### config.mk
export PLATFORM = sky130hd
export DESIGN_NAME = demux_stream_1ton_flat
export DESIGN_NICKNAME = d
export VERILOG_FILES = /design/src/rtl/demux_stream_1ton_if.sv /design/src/rtl/demux_stream_1ton.sv /design/src/flat_wrapper.sv
export SDC_FILE = /design/constraint.sdc
export NUM_CORES = 1
export LEC_CHECK = 0
export ABC_AREA = 1
export CELL_PAD_IN_SITES_DETAIL_PLACEMENT = 0
export CELL_PAD_IN_SITES_GLOBAL_PLACEMENT = 1
export CORE_ASPECT_RATIO = 1.4
export CORE_MARGIN = 2
export CORE_UTILIZATION = 35
export CTS_CLUSTER_SIZE = 40
export DETAILED_ROUTE_END_ITERATION = 7
export GPL_ROUTABILITY_DRIVEN = 0
export PLACE_DENSITY = 0.89
export SYNTH_ARGS = -nofsm -noshare
export SYNTH_HDL_FRONTEND = slang
export SYNTH_SLANG_ARGS = --single-unit
### constraint.sdc
create_clock -name clk -period 4.1 [get_ports clk]
set_clock_uncertainty 0.2 [all_clocks]
set_input_delay 0.615 -clock clk [delete_from_list [all_inputs] [get_ports clk]]
set_output_delay 0.615 -clock clk [all_outputs]
set_load 0.02 [all_outputs]
### src/rtl/demux_stream_1ton_if.sv
`default_nettype none
`timescale 1ns/1ps
// ============================================================================
// Module   : demux_stream_1ton_if
// Purpose  : Bundles the producer-side and consumer-side handshake signals
//            of the 1:N stream demultiplexer.
// Signals  : in_valid/in_ready/in_data/in_sel   producer handshake
//            out_valid/out_ready/out_data       NCH consumer handshakes
//            sel_err                            sticky bad-select flag
//            in_bcast                           only with DEMUX_STREAM_BCAST_EN
// Modports : master - testbench/producer+consumers view
//            slave  - demultiplexer view
// Revision : 1.0 - initial release
// ============================================================================
interface demux_stream_1ton_if #(
  parameter int WIDTH = 8,
  parameter int NCH   = 4,
  parameter int SELW  = (NCH > 1) ? $clog2(NCH) : 1
) ();

  logic                  in_valid;
  logic                  in_ready;
  logic [WIDTH-1:0]      in_data;
  logic [SELW-1:0]       in_sel;
  logic [NCH-1:0]        out_valid;
  logic [NCH-1:0]        out_ready;
  logic [NCH*WIDTH-1:0]  out_data;
  logic                  sel_err;
`ifdef DEMUX_STREAM_BCAST_EN
  logic                  in_bcast;
`endif

  modport master (
`ifdef DEMUX_STREAM_BCAST_EN
    output in_bcast,
`endif
    output in_valid,
    input  in_ready,
    output in_data,
    output in_sel,
    input  out_valid,
    output out_ready,
    input  out_data,
    input  sel_err
  );

  modport slave (
`ifdef DEMUX_STREAM_BCAST_EN
    input  in_bcast,
`endif
    input  in_valid,
    output in_ready,
    input  in_data,
    input  in_sel,
    output out_valid,
    input  out_ready,
    output out_data,
    output sel_err
  );

endinterface
`default_nettype wire

### src/rtl/demux_stream_1ton.sv
`default_nettype none
`timescale 1ns/1ps
// ============================================================================
// Module   : demux_stream_1ton
// Purpose  : Routes one valid/ready word stream to one of NCH output
//            channels chosen per word by in_sel. Each channel owns a
//            one-entry registered buffer with its own valid/ready handshake.
// Ports    : clk    - rising-edge clock
//            rst_n  - asynchronous active-low reset
//            io_bus - demux_stream_1ton_if.slave (producer + consumer side)
// Options  : DEMUX_STREAM_BCAST_EN - adds in_bcast; when high the word is
//            written to every channel once all of them can take it.
// Notes    : in_ready depends combinationally on out_ready of the selected
//            channel(s), so a consumer pop frees the slot in the same cycle.
// Revision : 1.0 - initial release
// ============================================================================
module demux_stream_1ton #(
  parameter int WIDTH = 8,
  parameter int NCH   = 4,
  parameter int SELW  = (NCH > 1) ? $clog2(NCH) : 1
) (
  input  logic                  clk,
  input  logic                  rst_n,
  demux_stream_1ton_if.slave    io_bus
);

  localparam logic [SELW:0] c_nch_ext = (SELW+1)'(NCH);

  logic [WIDTH-1:0] r_data [NCH];
  logic [NCH-1:0]   r_valid;
  logic             r_sel_err;

  logic [NCH-1:0]   w_hit;
  logic [NCH-1:0]   w_chan_free;
  logic [NCH-1:0]   w_load;
  logic             w_sel_in_range;
  logic             w_uni_ready;
  logic             w_bcast;
  logic             w_in_ready;
  logic             w_xfer;

  // With a power-of-two channel count every select value is legal; the
  // compare is only built when an out-of-range code can actually occur.
  generate
    if (NCH == (1 << SELW)) begin : g_full_range
      assign w_sel_in_range = 1'b1;
    end else begin : g_part_range
      assign w_sel_in_range = ({1'b0, io_bus.in_sel} < c_nch_ext);
    end
  endgenerate

`ifdef DEMUX_STREAM_BCAST_EN
  assign w_bcast = io_bus.in_bcast;
`else
  assign w_bcast = 1'b0;
`endif

  // A channel can take a word if it is empty or is being popped this cycle.
  assign w_chan_free = ~r_valid | io_bus.out_ready;
  assign w_uni_ready = |(w_hit & w_chan_free);

  // Out-of-range words are always accepted so the producer never deadlocks.
  assign w_in_ready = w_bcast        ? (&w_chan_free) :
                      w_sel_in_range ? w_uni_ready    : 1'b1;
  assign w_xfer     = io_bus.in_valid & w_in_ready;

  generate
    for (genvar k = 0; k < NCH; k++) begin : g_ch
      assign w_hit[k]  = (io_bus.in_sel == SELW'(k));
      assign w_load[k] = w_xfer & (w_bcast | w_hit[k]);
      assign io_bus.out_data[k*WIDTH +: WIDTH] = r_data[k];
    end
  endgenerate

  // Load wins over pop so a full channel sustains one word per cycle.
  always_ff @(posedge clk or negedge rst_n) begin
    if (!rst_n) begin
      r_valid <= '0;
      for (int k = 0; k < NCH; k++) begin
        r_data[k] <= '0;
      end
    end else begin
      for (int k = 0; k < NCH; k++) begin
        if (w_load[k]) begin
          r_data[k]  <= io_bus.in_data;
          r_valid[k] <= 1'b1;
        end else if (r_valid[k] && io_bus.out_ready[k]) begin
          r_valid[k] <= 1'b0;
        end
      end
    end
  end

  // Sticky until reset: records that a word was dropped for a bad select.
  always_ff @(posedge clk or negedge rst_n) begin
    if (!rst_n) begin
      r_sel_err <= 1'b0;
    end else if (w_xfer && !w_bcast && !w_sel_in_range) begin
      r_sel_err <= 1'b1;
    end
  end

  assign io_bus.in_ready  = w_in_ready;
  assign io_bus.out_valid = r_valid;
  assign io_bus.sel_err   = r_sel_err;

endmodule
`default_nettype wire

### src/flat_wrapper.sv
// flat-port wrapper written by rule: the top's interface ports become plain ports
module demux_stream_1ton_flat 
#(
  parameter int WIDTH = 8,
  parameter int NCH   = 4,
  parameter int SELW  = (NCH > 1) ? $clog2(NCH) : 1
)
  (clk, rst_n, io_bus_in_valid, io_bus_in_ready, io_bus_in_data, io_bus_in_sel, io_bus_out_valid, io_bus_out_ready, io_bus_out_data, io_bus_sel_err);
  demux_stream_1ton_if #(.WIDTH(WIDTH), .NCH(NCH), .SELW(SELW)) io_bus_i ();
  input  logic clk;
  input  logic rst_n;
  input wire logic [$bits(io_bus_i.in_valid)-1:0] io_bus_in_valid;
  output wire logic [$bits(io_bus_i.in_ready)-1:0] io_bus_in_ready;
  input wire logic [$bits(io_bus_i.in_data)-1:0] io_bus_in_data;
  input wire logic [$bits(io_bus_i.in_sel)-1:0] io_bus_in_sel;
  output wire logic [$bits(io_bus_i.out_valid)-1:0] io_bus_out_valid;
  input wire logic [$bits(io_bus_i.out_ready)-1:0] io_bus_out_ready;
  output wire logic [$bits(io_bus_i.out_data)-1:0] io_bus_out_data;
  output wire logic [$bits(io_bus_i.sel_err)-1:0] io_bus_sel_err;
  assign io_bus_i.in_valid = io_bus_in_valid;
  assign io_bus_in_ready = io_bus_i.in_ready;
  assign io_bus_i.in_data = io_bus_in_data;
  assign io_bus_i.in_sel = io_bus_in_sel;
  assign io_bus_out_valid = io_bus_i.out_valid;
  assign io_bus_i.out_ready = io_bus_out_ready;
  assign io_bus_out_data = io_bus_i.out_data;
  assign io_bus_sel_err = io_bus_i.sel_err;
  demux_stream_1ton #(.WIDTH(WIDTH), .NCH(NCH), .SELW(SELW)) u_core (.clk(clk), .rst_n(rst_n), .io_bus(io_bus_i));
endmodule
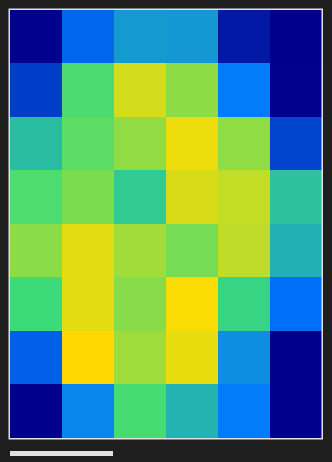
run_1/density.png
The bar under the picture is 20 um long. The die is cut into 6 by 8 equal tiles; dark blue is low, red is high, 0 to 100% covered.
- nearly empty tiles: 13%
- tiles over 75% full: 2.1%
- emptiest ninth of the die: upper right
- mean over tiles: 43%
- fullest tile: 75%

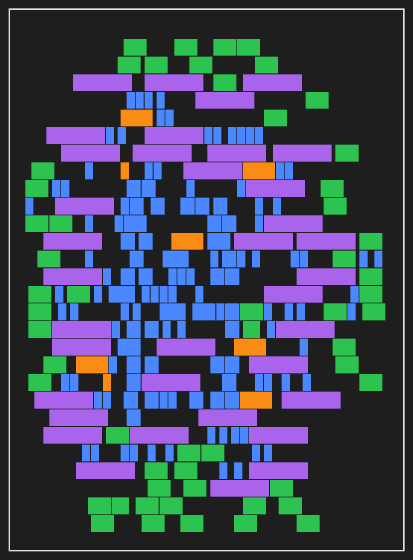
run_1/cell_classes.png
- flip-flops: purple (cells 36; share of their area 42%)
- other buffers and delay cells: green (cells 55; share of their area 25%)
- clock drivers and dummy loads: orange (cells 8; share of their area 4.2%)
- all other logic: blue (cells 129; share of their area 29%)

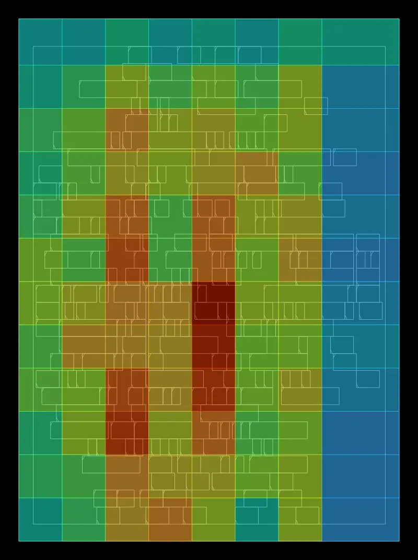
run_1/final_congestion.png
met2 track demand over resource: 25.02%
layer with the highest usage after global routing: met2
per-cell routed wire length: 12.91 um
met1 track demand over resource: 20.54%
utilization of the core after routing: 52.08%

==> summary.json, run 1 <==
{
  "pwr": {
    "pwr-share-seq_pct": 43.2,
    "power_combinational_w": 0.000359,
    "power_frac_clock_pct": 23.4,
    "worst_case_vdd_ir_drop_uv": 261.0,
    "p_leak_nw": 1.088,
    "power.net_switching_w": 0.0003456,
    "p_int_w": 0.0007265,
    "pwr.group.clock_w": 0.000251,
    "p_comb_share_pct": 33.5,
    "finalPower_w": 0.001072,
    "seq_cell_power_w": 0.000463,
    "power_per_cell_area_nw_per_um2": 481.6
  },
  "layout": {
    "fillCellCount": 437,
    "n_all_buffers": 55,
    "largestClassByArea": "sequential cells",
    "post_layout_nonfiller_instances": 288,
    "area.growth.synth_to_final_pct": 41.64,
    "num-clock-buffers": 8,
    "lay_top_cells": "79 x sky130_fd_sc_hd__nand2_1, 53 x sky130_fd_sc_hd__clkdlybuf4s50_1, 36 x sky130_fd_sc_hd__dfrtp_1, 32 x sky130_fd_sc_hd__nand4_1",
    "layout_top_cell": "sky130_fd_sc_hd__nand2_1",
    "signal_inverters": 9,
    "layout.buffer.nonclock.area_share_pct": 24.51,
    "largest_reg_flops": 32,
    "comb_gate_area_um2": 580.6,
    "ffs_latches": 36,
    "comb_area_share_pct": 26.08,
    "area.sequential_um2": 900.9,
    "final_net_count": 244
  },
  "sta": {
    "finalSetupViolCount": 0,
    "grt_setup_unrepaired": "false",
    "fin_crit_sh_pct": 85.30,
    "setup_ws_ns": 0.6026,
    "timing.final.crit_period_ns": 3.497,
    "finalMaxSlewViolations": 0,
    "maxClockFrequency_mhz": 285.9
  },
  "detailed_routing": {
    "highest-signal-layer": "met4",
    "drt_iter0_drc": 20,
    "drtAntennaViolNets": 0,
    "wl_um": 3717,
    "met3_length_um": 221,
    "detail_route.vias_per_cell": 4.712,
    "via_count": 1357,
    "drt_drc_violations_left": 0,
    "met1_wl_um": 1589,
    "drt_first_pass_iters": 4
  },
  "floorplanning": {
    "floorplan.die.width_um": 60.63,
    "boundaryPins": 55,
    "row_count": 28,
    "taps": 60,
    "floorplan.die_area_um2": 5050,
    "pre_place_util_pct": 36.77
  },
  "placement": {
    "numPortBuffers": 53,
    "post-place-cells": 280,
    "worst_slack_after_detailed_placement_ns": 0.6160,
    "dpl-instance-area_um2": 2136,
    "detailed_place_hpwl_um": 2660
  },
  "setup_path": {
    "critical_path.endpoint_type": "output pin",
    "worst_path_dominant_cell_family": "buffers and inverters",
    "timing.critical_path.arrival_ns": 2.68,
    "r2r_setup_slack_ns": 2.38,
    "cp.required_ns": 3.28,
    "critical_path_cell_count": 8,
    "cp_cell_instances": "clkdlybuf4s50_1 > inv_1 > nor2_4 > nand2_1 > nand2_1 > inv_2 > nand2_4 > clkdlybuf4s50_1",
    "critPathLaunch": "io_bus_in_sel[0]",
    "crit_buf_inv": 4,
    "cpPeakStageDelay_ns": 0.68,
    "r2r_cells": 8,
    "critical_path.endpoint": "io_bus_in_ready",
    "slowest_cell_on_crit_path": "sky130_fd_sc_hd__clkdlybuf4s50_1",
    "critPathKind": "in2out",
    "critical_path.reg2reg.startpoint": "u_core.io_bus.out_valid[0]",
    "worstPathMaxFanout": 37,
    "regToRegEndpoint": "u_core.io_bus.out_data[11]"
  },
  "global_route": {
    "grt_max_degree": 38,
    "antenna_found_initial": 0,
    "use_met3_pct": 4.829,
    "grt_pass1_vias": 1269
  },
  "synthesis": {
    "post_synth_num_cell_types": 14,
    "most_common_library_cells_after_synthesis": "79 x sky130_fd_sc_hd__nand2_1, 36 x sky130_fd_sc_hd__dfrtp_1, 32 x sky130_fd_sc_hd__nand4_1",
    "xor_area_share_pct": 0,
    "synth.yosys.num_cells": 173,
    "syn_area_per_cell_um2": 9.084,
    "simple_gate_share_pct": 36.70,
    "yosysTopAreaCell": "sky130_fd_sc_hd__dfrtp_1",
    "post_synth_mux_area_share_pct": 0,
    "postSynthRegisterBits": 36,
    "synth.top_cell.area_share_pct": 57.32,
    "flop_cell": "sky130_fd_sc_hd__dfrtp_1",
    "synthCells": 173,
    "edf_count": 0,
    "topCombFamilyByArea": "simple AND/OR/NAND/NOR gates",
    "synth.most_common_cell": "sky130_fd_sc_hd__nand2_1",
    "leading_post_synthesis_cells_by_cell_area": "sky130_fd_sc_hd__dfrtp_1 57%, sky130_fd_sc_hd__nand2_1 19%, sky130_fd_sc_hd__nand4_1 13%",
    "synth_chip_area_um2": 1572,
    "synth.cellmix.adderShare_pct": 0,
    "synth.yosys.warnings": 0,
    "asyncSetResetFlopFracSynth_pct": 100.0
  },
  "worst_hold_path": {
    "worstHoldPathType": "reg2reg",
    "holdCritStartpoint": "u_core.io_bus.out_data[12]",
    "hold_path_endpoint": "u_core.io_bus.out_data[12]"
  },
  "outcome": {
    "status": "finished clean"
  },
  "run": {
    "max-cap-violations": 0,
    "openroad.warnings": 26
  },
  "clock_network": {
    "tritoncts_clock_tree": "done",
    "cts.root.buffer_cell": "sky130_fd_sc_hd__clkbuf_8",
    "clk_pin_slew_ns": 0.06,
    "count_of_instances_resized_after_the_clock_tree_is_built": 0,
    "cts_hold_repair.buffers": 0,
    "postCtsSetupBuffers": 0,
    "clock_insertion_delay_worst_skew_ns": 0.28
  }
}
run_1/drive_strength.png
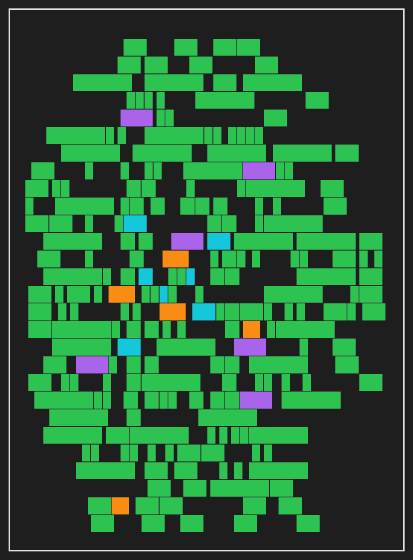

==> run 1 -> run 2 <==
- PLACE_DENSITY: 0.89 -> 0.91
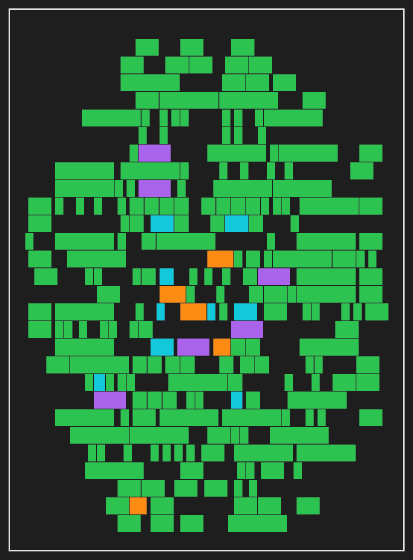
run_2/drive_strength.png
- drive 3 to 4: orange (cells 5; share 2.2%)
- drive 1 or less: green (cells 208; share 91%; most used nand2_1)
- drive 6 and up: purple (cells 6; share 2.6%; most used clkbuf_8)
- drive 2: cyan (cells 9; share 3.9%; most used nand3_2)
Signal buffers: 55
slack of the critical path: 0.6178 ns
Final Instance Area: 2228 um^2

==> summary.json, run 2 <==
{
  "outcome": {
    "status": "finished clean"
  },
  "pwr": {
    "p_comb_share": {"value": 33.3, "unit": "%", "change": "-0.2 points"},
    "p_leak": {"value": 1.094, "unit": "nW", "change": "+0.50%"},
    "power_frac_clock": {"value": 23.8, "unit": "%", "change": "+0.4 points"},
    "pwr-share-seq": {"value": 42.9, "unit": "%", "change": "-0.3 points"},
    "worst_case_vdd_ir_drop": {"value": 244.9, "unit": "uV", "change": "-6.2%"},
    "pwr.group.clock": {"value": 0.000256, "unit": "W", "change": "+2%"},
    "power_combinational": {"value": 0.000359, "unit": "W", "change": "about the same"},
    "power_per_cell_area": {"value": 484.0, "unit": "nW/um^2", "change": "+0.49%"},
    "finalPower": {"value": 0.001078, "unit": "W", "change": "+0.60%"},
    "p_int": {"value": 0.0007233, "unit": "W", "change": "-0.44%"}
  },
  "layout": {
    "area.sequential": {"value": 900.9, "unit": "um^2", "change": "unchanged"},
    "signal_inverters": {"value": 9, "change": "unchanged"},
    "fillCellCount": {"value": 434, "change": "-0.69%"},
    "post_layout_nonfiller_instances": {"value": 288, "change": "unchanged"},
    "layout_top_cell": "sky130_fd_sc_hd__nand2_1",
    "comb_area_share": {"value": 26.05, "unit": "%", "change": "-0.029 points"},
    "area.growth.synth_to_final_pct": 41.80,
    "lay_top_cells": "79 x sky130_fd_sc_hd__nand2_1, 53 x sky130_fd_sc_hd__clkdlybuf4s50_1, 36 x sky130_fd_sc_hd__dfrtp_1, 32 x sky130_fd_sc_hd__nand4_1",
    "num-multi-input-gates": 120,
    "comb_gate_area": {"value": 580.6, "unit": "um^2", "change": "unchanged"},
    "final_net_count": {"value": 244, "change": "unchanged"},
    "largest_reg_flops": {"value": 32, "change": "unchanged"},
    "utilization_of_the_core_after_routing": {"value": 52.14, "unit": "%", "change": "+0.058 points"},
    "ffs_latches": {"value": 36, "change": "unchanged"},
    "num-clock-buffers": {"value": 6, "change": "-2"}
  },
  "global_route": {
    "use_met1": {"value": 20.04, "unit": "%", "change": "-0.50 points"},
    "grt_max_degree": {"value": 38, "change": "unchanged"},
    "use_met3": {"value": 4.050, "unit": "%", "change": "-0.78 points"},
    "antenna_found_initial": {"value": 0, "change": "unchanged"}
  },
  "synthesis": {
    "synthAoiAreaFrac_pct": 0,
    "synthCells": {"value": 173, "change": "unchanged"},
    "postSynthRegisterBits": {"value": 36, "change": "unchanged"},
    "flop_cell": "sky130_fd_sc_hd__dfrtp_1",
    "post_synth_mux_area_share": {"value": 0, "unit": "%", "change": "unchanged"},
    "simple_gate_share": {"value": 36.70, "unit": "%", "change": "unchanged"},
    "leading_post_synthesis_cells_by_cell_area": "sky130_fd_sc_hd__dfrtp_1 57%, sky130_fd_sc_hd__nand2_1 19%, sky130_fd_sc_hd__nand4_1 13%",
    "synth_chip_area": {"value": 1572, "unit": "um^2", "change": "unchanged"},
    "synth.most_common_cell": "sky130_fd_sc_hd__nand2_1",
    "edf_count": {"value": 0, "change": "unchanged"},
    "post_synth_num_cell_types": {"value": 14, "change": "unchanged"},
    "synth.yosys.num_cells": {"value": 173, "change": "unchanged"},
    "synth.cellmix.adderShare": {"value": 0, "unit": "%", "change": "unchanged"},
    "topCombFamilyByArea": "simple AND/OR/NAND/NOR gates",
    "synth.yosys.warnings": {"value": 0, "change": "unchanged"},
    "most_common_library_cells_after_synthesis": "79 x sky130_fd_sc_hd__nand2_1, 36 x sky130_fd_sc_hd__dfrtp_1, 32 x sky130_fd_sc_hd__nand4_1",
    "synth.top_cell.area_share": {"value": 57.32, "unit": "%", "change": "unchanged"},
    "syn_area_per_cell": {"value": 9.084, "unit": "um^2", "change": "unchanged"},
    "asyncSetResetFlopFracSynth": {"value": 100.0, "unit": "%", "change": "unchanged"}
  },
  "run": {
    "max-cap-violations": {"value": 0, "change": "unchanged"},
    "openroad.warnings": {"value": 26, "change": "unchanged"}
  },
  "floorplanning": {
    "taps": {"value": 60, "change": "unchanged"},
    "pre_place_util": {"value": 36.77, "unit": "%", "change": "unchanged"},
    "row_count": {"value": 28, "change": "unchanged"},
    "floorplan.die.width": {"value": 60.63, "unit": "um", "change": "unchanged"},
    "floorplan.die_area": {"value": 5050, "unit": "um^2", "change": "unchanged"},
    "fp.dieH_um": 83.29
  },
  "detailed_routing": {
    "via_count": {"value": 1370, "change": "+0.96%"},
    "drt_drc_violations_left": {"value": 0, "change": "unchanged"},
    "drt_first_pass_iters": {"value": 5, "change": "+1"},
    "drt_iter0_drc": {"value": 50, "change": "+150%"},
    "highest-signal-layer": "met4",
    "met3_length": {"value": 196, "unit": "um", "change": "-11%"},
    "drtAntennaViolNets": {"value": 0, "change": "unchanged"}
  },
  "setup_path": {
    "critical_path.endpoint": "io_bus_in_ready",
    "critPathLaunch": "io_bus_in_sel[0]",
    "worstPathMaxFanout": {"value": 37, "change": "unchanged"},
    "cp.required": {"value": 3.28, "unit": "ns", "change": "about the same"},
    "cp_cell_instances": "clkdlybuf4s50_1 > nor2_2 > nand2_1 > nand2_1 > inv_2 > nand2_4 > clkdlybuf4s50_1",
    "timing.critical_path.arrival": {"value": 2.67, "unit": "ns", "change": "about the same"},
    "r2r_cells": {"value": 8, "change": "unchanged"},
    "critPathKind": "in2out",
    "r2r_setup_slack": {"value": 2.38, "unit": "ns", "change": "about the same"},
    "critical_path.reg2reg.startpoint": "u_core.io_bus.out_valid[0]",
    "critical_path_cell_count": {"value": 7, "change": "-1"},
    "slowest_cell_on_crit_path": "sky130_fd_sc_hd__clkdlybuf4s50_1",
    "worst_path_dominant_cell_family": "buffers and inverters",
    "cpPeakStageDelay": {"value": 0.67, "unit": "ns", "change": "about the same"},
    "critical_path.endpoint_type": "output pin",
    "regToRegEndpoint": "u_core.io_bus.out_data[11]",
    "crit_buf_inv": {"value": 3, "change": "-1"}
  },
  "placement": {
    "post-place-cells": {"value": 280, "change": "unchanged"},
    "worst_slack_after_detailed_placement": {"value": 0.6185, "unit": "ns", "change": "+0.002559 ns"},
    "numPortBuffers": {"value": 53, "change": "unchanged"}
  },
  "worst_hold_path": {
    "holdCritStartpoint": "u_core.io_bus.out_data[18]",
    "hold_path_endpoint": "u_core.io_bus.out_data[18]"
  },
  "clock_network": {
    "cts.root.buffer_cell": "sky130_fd_sc_hd__clkbuf_8",
    "tritoncts_clock_tree": "done",
    "postCtsSetupBuffers": {"value": 0, "change": "unchanged"},
    "count_of_instances_resized_after_the_clock_tree_is_built": {"value": 0, "change": "unchanged"},
    "cts_hold_repair.buffers": {"value": 0, "change": "unchanged"},
    "clock_insertion_delay_worst_skew": {"value": 0.29, "unit": "ns", "change": "about the same"}
  },
  "sta": {
    "maxClockFrequency": {"value": 287.2, "unit": "MHz", "change": "+0.44%"},
    "grt_setup_unrepaired": "false",
    "fin_crit_sh": {"value": 84.93, "unit": "%", "change": "-0.37 points"},
    "timing.final.crit_period": {"value": 3.482, "unit": "ns", "change": "-0.01515 ns"}
  }
}
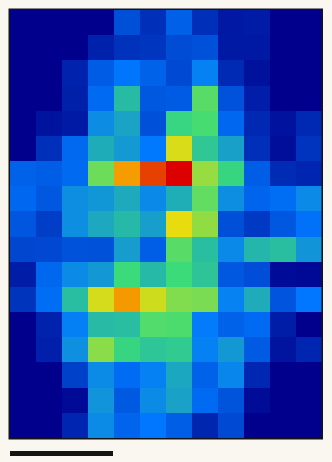
run_2/wire_density.png
The bar under the picture is 20 um long. The die is cut into 12 by 17 equal tiles; dark blue is low, red is high, scaled to the fullest tile. Values are wire area over tile area, all layers added.
- tiles over half the peak: 9.8%
- densest ninth of the die: centre
- fullest tile: 0.53
Total GRT Usage: 15.92%
per-cell routed wire length: 13.14 um
DRT Wirelength: 3783 um

run_2/cell_classes.png
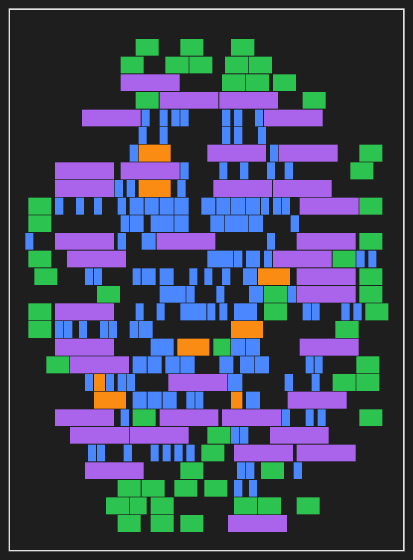

==> run 2 -> run 3 <==
- CORE_UTILIZATION: 35 -> 32
- PLACE_DENSITY: 0.91 -> 0.85
- clock period: 4.1 -> 3.4 ns (I/O delays scaled with it)
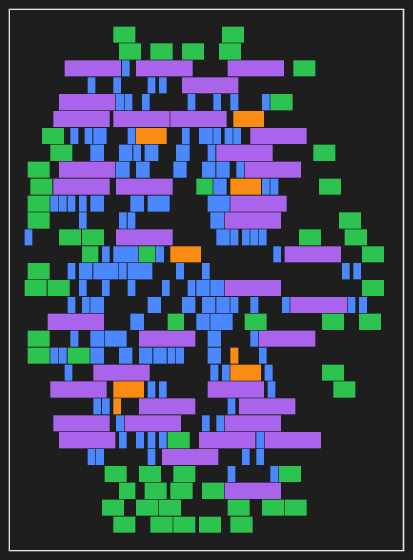
run_3/cell_classes.png
- other buffers and delay cells: green (cells 58; share of their area 26%)
- all other logic: blue (cells 129; share of their area 28%)
- clock drivers and dummy loads: orange (cells 8; share of their area 4.1%)
- flip-flops: purple (cells 36; share of their area 41%)
flop share of the area: 39.98%
number of cell rows: 30
Final Instance Area: 2253 um^2
utilization of the core after routing: 46.90%

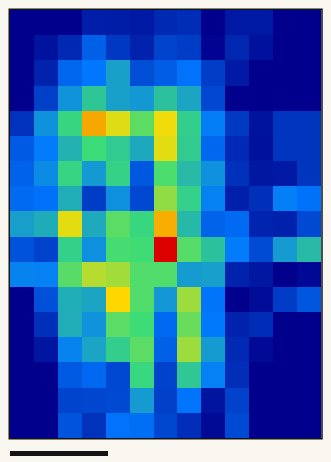
run_3/wire_density.png
The bar under the picture is 20 um long. The die is cut into 13 by 17 equal tiles; dark blue is low, red is high, scaled to the fullest tile. Values are wire area over tile area, all layers added.
- densest ninth of the die: centre
- mean over tiles: 0.12
- nearly empty tiles: 20%
- emptiest ninth of the die: upper right
Total GRT Usage: 15.74%
total via count in the routed design: 1383
per-cell routed wire length: 13.76 um
DRT Wirelength: 4060 um

==> summary.json, run 3 <==
{
  "outcome": {
    "status": "finished clean"
  },
  "synthesis": {
    "synth.yosys.num_cells": {"value": 173, "change": "unchanged"},
    "synth_chip_area": {"value": 1572, "unit": "um^2", "change": "unchanged"},
    "most_common_library_cells_after_synthesis": "79 x sky130_fd_sc_hd__nand2_1, 36 x sky130_fd_sc_hd__dfrtp_1, 32 x sky130_fd_sc_hd__nand4_1",
    "asyncSetResetFlopFracSynth": {"value": 100.0, "unit": "%", "change": "unchanged"},
    "syn_nets": 190,
    "post_synth_num_cell_types": {"value": 14, "change": "unchanged"},
    "xor_area_share_pct": 0,
    "synth.top_cell.area_share": {"value": 57.32, "unit": "%", "change": "unchanged"},
    "synthAoiAreaFrac": {"value": 0, "unit": "%", "change": "unchanged"},
    "edf_count": {"value": 0, "change": "unchanged"},
    "postSynthRegisterBits": {"value": 36, "change": "unchanged"},
    "synth_sequential_area_ratio_pct": 57.32,
    "topCombFamilyByArea": "simple AND/OR/NAND/NOR gates",
    "leading_post_synthesis_cells_by_cell_area": "sky130_fd_sc_hd__dfrtp_1 57%, sky130_fd_sc_hd__nand2_1 19%, sky130_fd_sc_hd__nand4_1 13%",
    "synth.most_common_cell": "sky130_fd_sc_hd__nand2_1",
    "simple_gate_share": {"value": 36.70, "unit": "%", "change": "unchanged"},
    "synth.cellmix.adderShare": {"value": 0, "unit": "%", "change": "unchanged"},
    "syn_area_per_cell": {"value": 9.084, "unit": "um^2", "change": "unchanged"},
    "post_synth_mux_area_share": {"value": 0, "unit": "%", "change": "unchanged"},
    "flop_cell": "sky130_fd_sc_hd__dfrtp_1",
    "synthCells": {"value": 173, "change": "unchanged"},
    "synth.yosys.warnings": {"value": 0, "change": "unchanged"}
  },
  "placement": {
    "worst_slack_after_detailed_placement": {"value": 0.4295, "unit": "ns", "change": "-0.1890 ns"},
    "post-place-cells": {"value": 287, "change": "+2.5%"},
    "numPortBuffers": {"value": 53, "change": "unchanged"},
    "dpl-instance-area_um2": 2163
  },
  "sta": {
    "fin_crit_sh_pct": 87.91,
    "setup_ws": {"value": 0.4109, "unit": "ns", "change": "-0.2068 ns"},
    "grt_setup_unrepaired": "false",
    "timing.final.crit_period_ns": 2.989,
    "worst_hold_slack_ns": 0.2730,
    "maxClockFrequency_mhz": 334.6
  },
  "pwr": {
    "worst_case_vdd_ir_drop": {"value": 281.4, "unit": "uV", "change": "+15%"},
    "switching_power_share_of_the_total_pct": 32.88,
    "power_frac_clock": {"value": 23.7, "unit": "%", "change": "about the same"},
    "power_leader": "sequential cells",
    "p_leak": {"value": 1.103, "unit": "nW", "change": "+0.83%"},
    "pwr-share-seq": {"value": 42.8, "unit": "%", "change": "about the same"},
    "power_per_cell_area": {"value": 581.3, "unit": "nW/um^2", "change": "+20%"},
    "seq_cell_power_w": 0.000560,
    "power.net_switching_w": 0.0004307,
    "power_combinational": {"value": 0.000439, "unit": "W", "change": "+22%"},
    "finalPower": {"value": 0.001310, "unit": "W", "change": "+21%"},
    "pwr.group.clock": {"value": 0.000310, "unit": "W", "change": "+21%"},
    "p_comb_share": {"value": 33.5, "unit": "%", "change": "+0.2 points"},
    "p_int": {"value": 0.0008792, "unit": "W", "change": "+22%"}
  },
  "layout": {
    "post_layout_nonfiller_instances": {"value": 295, "change": "+2.4%"},
    "area.sequential": {"value": 900.9, "unit": "um^2", "change": "unchanged"},
    "layout_top_cell": "sky130_fd_sc_hd__nand2_1",
    "comb_gate_area": {"value": 580.6, "unit": "um^2", "change": "unchanged"},
    "largest_reg_flops": {"value": 32, "change": "unchanged"},
    "signal_inverters": {"value": 9, "change": "unchanged"},
    "lay_top_cells": "79 x sky130_fd_sc_hd__nand2_1, 53 x sky130_fd_sc_hd__clkdlybuf4s50_1, 36 x sky130_fd_sc_hd__dfrtp_1, 32 x sky130_fd_sc_hd__nand4_1",
    "comb_area_share": {"value": 25.76, "unit": "%", "change": "-0.29 points"},
    "fillCellCount": {"value": 502, "change": "+16%"},
    "area.growth.synth_to_final_pct": 43.39,
    "final_net_count": {"value": 247, "change": "+1.2%"},
    "largestClassByArea": "sequential cells",
    "n_all_buffers": {"value": 58, "change": "+5.5%"},
    "ffs_latches": {"value": 36, "change": "unchanged"},
    "num-multi-input-gates": {"value": 120, "change": "unchanged"},
    "num-clock-buffers": {"value": 8, "change": "+2"}
  },
  "setup_path": {
    "critPathKind": "in2out",
    "critical_path_cell_count": {"value": 8, "change": "+1"},
    "r2r_setup_slack": {"value": 1.63, "unit": "ns", "change": "-0.75 ns"},
    "critPathLaunch": "io_bus_in_sel[0]",
    "slowest_cell_on_crit_path": "sky130_fd_sc_hd__clkdlybuf4s50_1",
    "critical_path.endpoint_type": "output pin",
    "critical_path.reg2reg.startpoint": "u_core.io_bus.out_valid[2]",
    "critical_path.endpoint": "io_bus_in_ready",
    "regToRegEndpoint": "u_core.io_bus.out_data[20]",
    "cp.required": {"value": 2.69, "unit": "ns", "change": "-0.59 ns"},
    "crit_buf_inv": {"value": 4, "change": "+1"},
    "worst_path_dominant_cell_family": "buffers and inverters",
    "timing.critical_path.arrival": {"value": 2.28, "unit": "ns", "change": "-0.39 ns"},
    "cpPeakStageDelay": {"value": 0.59, "unit": "ns", "change": "-0.08 ns"},
    "worstPathMaxFanout": {"value": 10, "change": "-73%"},
    "cp_cell_instances": "clkdlybuf4s50_1 > inv_1 > nor2_4 > nand2_1 > nand2_1 > inv_2 > nand2_4 > clkdlybuf4s50_1",
    "r2r_cells": {"value": 9, "change": "+1"}
  },
  "clock_network": {
    "cts.root.buffer_cell": "sky130_fd_sc_hd__clkbuf_8",
    "clock_insertion_delay_worst_skew": {"value": 0.29, "unit": "ns", "change": "about the same"},
    "clock-sinks": 36,
    "count_of_instances_resized_after_the_clock_tree_is_built": {"value": 0, "change": "unchanged"},
    "postCtsSetupBuffers": {"value": 0, "change": "unchanged"},
    "cts_inserted_buffers": 5,
    "clk_pin_slew_ns": 0.06,
    "cts_hold_repair.buffers": {"value": 0, "change": "unchanged"},
    "tritoncts_clock_tree": "done"
  },
  "detailed_routing": {
    "route.met2.wl_um": 2058,
    "drt_drc_violations_left": {"value": 0, "change": "unchanged"},
    "highest-signal-layer": "met4",
    "met3_length": {"value": 243, "unit": "um", "change": "+24%"},
    "detail_route.vias_per_cell": 4.688,
    "drt_iter0_drc": {"value": 50, "change": "unchanged"},
    "drt_first_pass_iters": {"value": 4, "change": "-1"},
    "drtAntennaViolNets": {"value": 0, "change": "unchanged"}
  },
  "global_route": {
    "use_met3": {"value": 4.916, "unit": "%", "change": "+0.87 points"},
    "use_met1": {"value": 18.53, "unit": "%", "change": "-1.5 points"},
    "grt_pass1_vias": 1292,
    "gr-total-overflow": 0,
    "antenna_found_initial": {"value": 0, "change": "unchanged"},
    "grt_max_degree": {"value": 37, "change": "-2.6%"},
    "first_pass_grt_wire_length_um": 6548,
    "grt-busiest-layer": "met2"
  },
  "floorplanning": {
    "floorplan.die.width": {"value": 63.23, "unit": "um", "change": "+4.3%"},
    "floorplan.die_area": {"value": 5495, "unit": "um^2", "change": "+8.8%"},
    "pre_place_util": {"value": 32.71, "unit": "%", "change": "-4.1 points"},
    "taps": {"value": 64, "change": "+6.7%"},
    "fp.dieH": {"value": 86.92, "unit": "um", "change": "+4.4%"}
  },
  "run": {
    "openroad.warnings": {"value": 26, "change": "unchanged"},
    "max-cap-violations": {"value": 0, "change": "unchanged"}
  },
  "worst_hold_path": {
    "holdPathStages": 2,
    "hold_path_endpoint": "u_core.io_bus.out_data[8]",
    "holdCritStartpoint": "u_core.io_bus.out_data[8]",
    "worstHoldPathType": "reg2reg"
  }
}
Power figures rest on the tool's default switching activity, not on a simulated workload.
